--- config.mk ---
export PLATFORM = sky130hd
export DESIGN_NAME = product_accumulator_flat
export DESIGN_NICKNAME = d
export VERILOG_FILES = /design/src/rtl/product_accumulator_if.sv /design/src/rtl/product_accumulator.sv /design/src/flat_wrapper.sv
export SDC_FILE = /design/constraint.sdc
export NUM_CORES = 1
export LEC_CHECK = 0
export CORE_AREA = 8 8 104 106
export CTS_BUF_LIST = sky130_fd_sc_hd__clkbuf_4 sky130_fd_sc_hd__clkbuf_8
export DETAILED_ROUTE_END_ITERATION = 7
export DIE_AREA = 0 0 112 114
export PLACE_DENSITY = 0.79
export RECOVER_POWER = 50
export SLEW_MARGIN = 20
export SYNTH_ARGS = -nofsm -noshare
export SYNTH_HDL_FRONTEND = slang
export SYNTH_SLANG_ARGS = --single-unit
--- constraint.sdc ---
create_clock -name clk -period 2.08 [get_ports clk]
set_input_delay 0.312 -clock clk [delete_from_list [all_inputs] [get_ports clk]]
set_output_delay 0.312 -clock clk [all_outputs]
set_load 0.005 [all_outputs]
--- src/rtl/product_accumulator_if.sv ---
// Beat-in / frame-out valid-ready bundle for product_accumulator.
interface product_accumulator_if #(
  parameter int N_STAGE = 5,
  parameter int ACC_W   = 12,
  parameter int BEATS_W = 4
);
  localparam int L = 1 << N_STAGE;

  logic               in_valid;
  logic               in_ready;
  logic [2*L-1:0]     mult_in;
  logic [BEATS_W-1:0] n_beats;
  logic [ACC_W-1:0]   threshold;
  logic               out_valid;
  logic               out_ready;
  logic [ACC_W-1:0]   acc_out;
  logic               spike;

  modport master (
    output in_valid, mult_in, n_beats,
    output threshold, out_ready,
    input  in_ready, out_valid,
    input  acc_out, spike
  );

  modport slave (
    input  in_valid, mult_in, n_beats,
    input  threshold, out_ready,
    output in_ready, out_valid,
    output acc_out, spike
  );
endinterface

--- src/rtl/product_accumulator.sv ---
// Frame accumulator for packed 2-bit lane products with spike decision.
// Define ACC_SAT_EN to saturate the accumulator instead of wrapping.
module product_accumulator #(
  parameter int N_STAGE = 5,
  parameter int ACC_W   = 12,
  parameter int BEATS_W = 4
) (
  input  logic clk,
  input  logic rst_n,
  product_accumulator_if.slave bus,
  output logic busy
);

  localparam int L     = 1 << N_STAGE;
  localparam int SUM_W = N_STAGE + 2;

  if (ACC_W < SUM_W) begin : g_bad_acc_w
    $error("ACC_W must be at least N_STAGE+2");
  end

  typedef enum logic [1:0] {
    ACC   = 2'd0,
    DRAIN = 2'd1,
    OUT   = 2'd2
  } state_e;

  state_e             state_q, state_d;
  logic [BEATS_W-1:0] cnt_q, cnt_d;
  logic [BEATS_W-1:0] nb_q, nb_d;
  logic [ACC_W-1:0]   thr_q, thr_d;
  logic [SUM_W-1:0]   sum_q, sum_d;
  logic               sum_vld_q, sum_vld_d;
  logic [ACC_W-1:0]   acc_q, acc_d;
  logic               ov_q, ov_d;
  logic [ACC_W-1:0]   acc_out_q, acc_out_d;
  logic               spike_q, spike_d;

  logic [SUM_W-1:0]   lane_sum;
  logic [ACC_W-1:0]   acc_add;
  logic [BEATS_W-1:0] nb_eff;
  logic               first;
  logic               accept;

  always_comb begin
    lane_sum = '0;
    for (int i = 0; i < L; i++) begin
      lane_sum = lane_sum + SUM_W'(bus.mult_in[2*i +: 2]);
    end
  end

`ifdef ACC_SAT_EN
  logic [ACC_W:0] acc_wide;
  assign acc_wide = {1'b0, acc_q} + (ACC_W+1)'(sum_q);
  assign acc_add  = acc_wide[ACC_W] ? '1 : acc_wide[ACC_W-1:0];
`else
  assign acc_add = acc_q + ACC_W'(sum_q);
`endif

  // The first beat compares against the live n_beats it is latching.
  assign first  = (cnt_q == '0);
  assign nb_eff = first ? bus.n_beats : nb_q;
  assign accept = bus.in_valid && (state_q == ACC);

  always_comb begin
    state_d   = state_q;
    cnt_d     = cnt_q;
    nb_d      = nb_q;
    thr_d     = thr_q;
    sum_d     = sum_q;
    sum_vld_d = 1'b0;
    acc_d     = acc_q;
    ov_d      = ov_q;
    acc_out_d = acc_out_q;
    spike_d   = spike_q;

    if (sum_vld_q) acc_d = acc_add;

    unique case (state_q)
      ACC: begin
        if (accept) begin
          sum_d     = lane_sum;
          sum_vld_d = 1'b1;
          cnt_d     = cnt_q + 1'b1;
          if (first) begin
            nb_d  = bus.n_beats;
            thr_d = bus.threshold;
          end
          if (cnt_q == nb_eff) state_d = DRAIN;
        end
      end
      DRAIN: state_d = OUT;
      OUT: begin
        if (!ov_q) begin
          ov_d      = 1'b1;
          acc_out_d = acc_q;
          spike_d   = (acc_q >= thr_q);
        end else if (bus.out_ready) begin
          ov_d    = 1'b0;
          acc_d   = '0;
          cnt_d   = '0;
          state_d = ACC;
        end
      end
      default: state_d = ACC;
    endcase
  end

  always_ff @(posedge clk or negedge rst_n) begin
    if (!rst_n) begin
      state_q   <= ACC;
      cnt_q     <= '0;
      nb_q      <= '0;
      thr_q     <= '0;
      sum_q     <= '0;
      sum_vld_q <= 1'b0;
      acc_q     <= '0;
      ov_q      <= 1'b0;
      acc_out_q <= '0;
      spike_q   <= 1'b0;
    end else begin
      state_q   <= state_d;
      cnt_q     <= cnt_d;
      nb_q      <= nb_d;
      thr_q     <= thr_d;
      sum_q     <= sum_d;
      sum_vld_q <= sum_vld_d;
      acc_q     <= acc_d;
      ov_q      <= ov_d;
      acc_out_q <= acc_out_d;
      spike_q   <= spike_d;
    end
  end

  assign bus.in_ready  = (state_q == ACC);
  assign bus.out_valid = ov_q;
  assign bus.acc_out   = acc_out_q;
  assign bus.spike     = spike_q;
  assign busy          = (state_q != ACC) || (cnt_q != '0);

endmodule
--- src/flat_wrapper.sv ---
// flat-port wrapper written by rule: the top's interface ports become plain ports
module product_accumulator_flat 
#(
  parameter int N_STAGE = 5,
  parameter int ACC_W   = 12,
  parameter int BEATS_W = 4
)
  (clk, rst_n, busy, bus_in_valid, bus_mult_in, bus_n_beats, bus_threshold, bus_out_ready, bus_in_ready, bus_out_valid, bus_acc_out, bus_spike);
  product_accumulator_if #(.N_STAGE(N_STAGE), .ACC_W(ACC_W), .BEATS_W(BEATS_W)) bus_i ();
  input  logic clk;
  input  logic rst_n;
  output logic busy;
  input wire logic [$bits(bus_i.in_valid)-1:0] bus_in_valid;
  input wire logic [$bits(bus_i.mult_in)-1:0] bus_mult_in;
  input wire logic [$bits(bus_i.n_beats)-1:0] bus_n_beats;
  input wire logic [$bits(bus_i.threshold)-1:0] bus_threshold;
  input wire logic [$bits(bus_i.out_ready)-1:0] bus_out_ready;
  output wire logic [$bits(bus_i.in_ready)-1:0] bus_in_ready;
  output wire logic [$bits(bus_i.out_valid)-1:0] bus_out_valid;
  output wire logic [$bits(bus_i.acc_out)-1:0] bus_acc_out;
  output wire logic [$bits(bus_i.spike)-1:0] bus_spike;
  assign bus_i.in_valid = bus_in_valid;
  assign bus_i.mult_in = bus_mult_in;
  assign bus_i.n_beats = bus_n_beats;
  assign bus_i.threshold = bus_threshold;
  assign bus_i.out_ready = bus_out_ready;
  assign bus_in_ready = bus_i.in_ready;
  assign bus_out_valid = bus_i.out_valid;
  assign bus_acc_out = bus_i.acc_out;
  assign bus_spike = bus_i.spike;
  product_accumulator #(.N_STAGE(N_STAGE), .ACC_W(ACC_W), .BEATS_W(BEATS_W)) u_core (.clk(clk), .rst_n(rst_n), .bus(bus_i), .busy(busy));
endmodule
==> flow_summary.json <==
{
  "final_layout_size_suffix_gt1_share_pct": 18.1,
  "post-route-worst-setup-slack_ns": -3.26,
  "hold_ws_ns": 0.506,
  "cp.arrival_ns": 5.58,
  "grt_use_met1_pct": 18.7,
  "cts_max_level": 2,
  "final_cell_area_mm2": 0.00619,
  "well_tap_count": 111,
  "hold_start": "u_core.sum_q[3]",
  "combGateArea_mm2": 0.00301,
  "synth-simple-area-share_pct": 8.81,
  "cts_buffers": 5,
  "grtUsageMet3_pct": 3.43,
  "yosys-top-cells-count": "111 x inv_1, 60 x fa_1, 56 x dfrtp_1",
  "violations": "negative setup slack",
  "wl_met1_mm": 4.06,
  "worstPathCellList": "buf_8, ha_4, inv_2, fa_1, inv_2, fa_1, fa_2, fa_2, fa_2, fa_1, fa_1, inv_1, fa_1, inv_2, ha_4, inv_2, fa_2, inv_2, a21o_1, a21oi_2, xor2_1, o21ai_1",
  "lay_top_cells": "100 x inv_1, 70 x clkdlybuf4s50_1, 56 x fa_1",
  "grt_pass1_wl_mm": 17.1,
  "syn_to_final_growth_pct": 29.3,
  "wl_met2_mm": 5.23,
  "top_cells_by_area": "dfrtp_1 29%, fa_1 25%, ha_1 8.9%, inv_1 8.7%, mux2_2 4.7%",
  "setup.worst_path.start_class": "input port",
  "synth_cells": 444,
  "outcome": "complete, but fails checks",
  "tool_warnings": 32,
  "synth_top_area_share_pct": 29.3,
  "critPathTopFamily": "adder cells",
  "finalSetupViolations": 7,
  "clk_share_pct": 1.56,
  "post_cts_resized": 41,
  "hold_buffers": 1
}
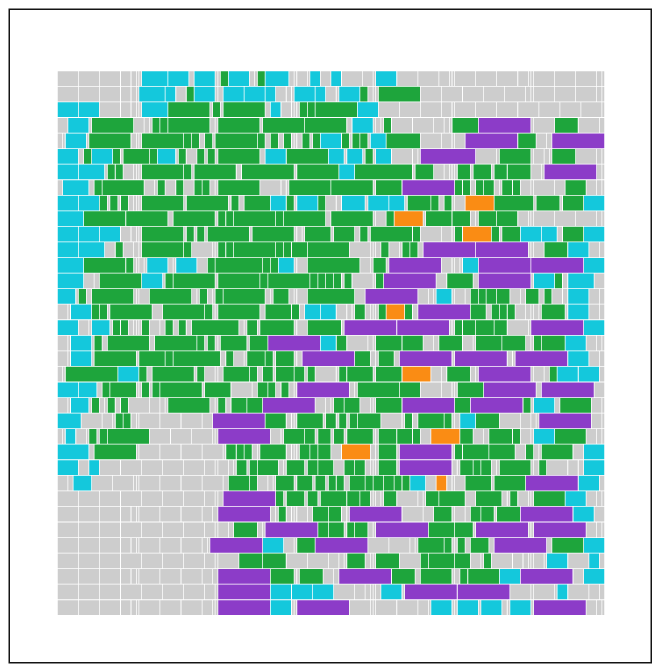
Figure 1: placed cells, one colour a class.
Fill, decap, tap and diode cells in grey.
Key: purple = flip-flops [cells 56, share of their area 23%]; green = all other logic [cells 382, share of their area 57%]; cyan = other buffers and delay cells [cells 118, share of their area 18%]; orange = clock drivers and dummy loads [cells 8, share of their area 1.6%]
row cnt: 35
Placeable Area: 0.00911 mm2
Seq area share: 22.7%

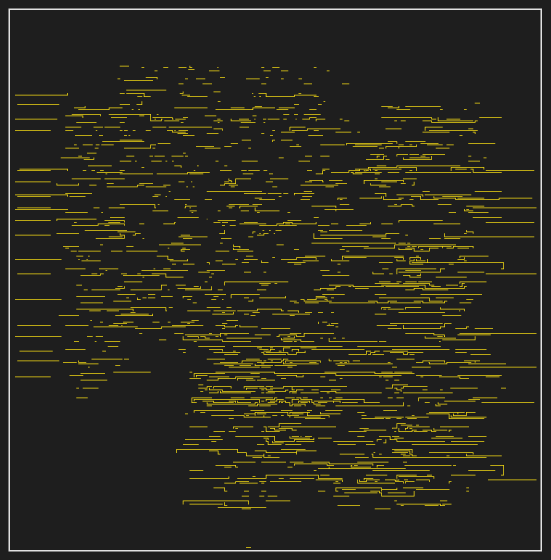
Figure 2: metal 1.
The longest straight run is 23.9 um. The wires run mostly horizontal.

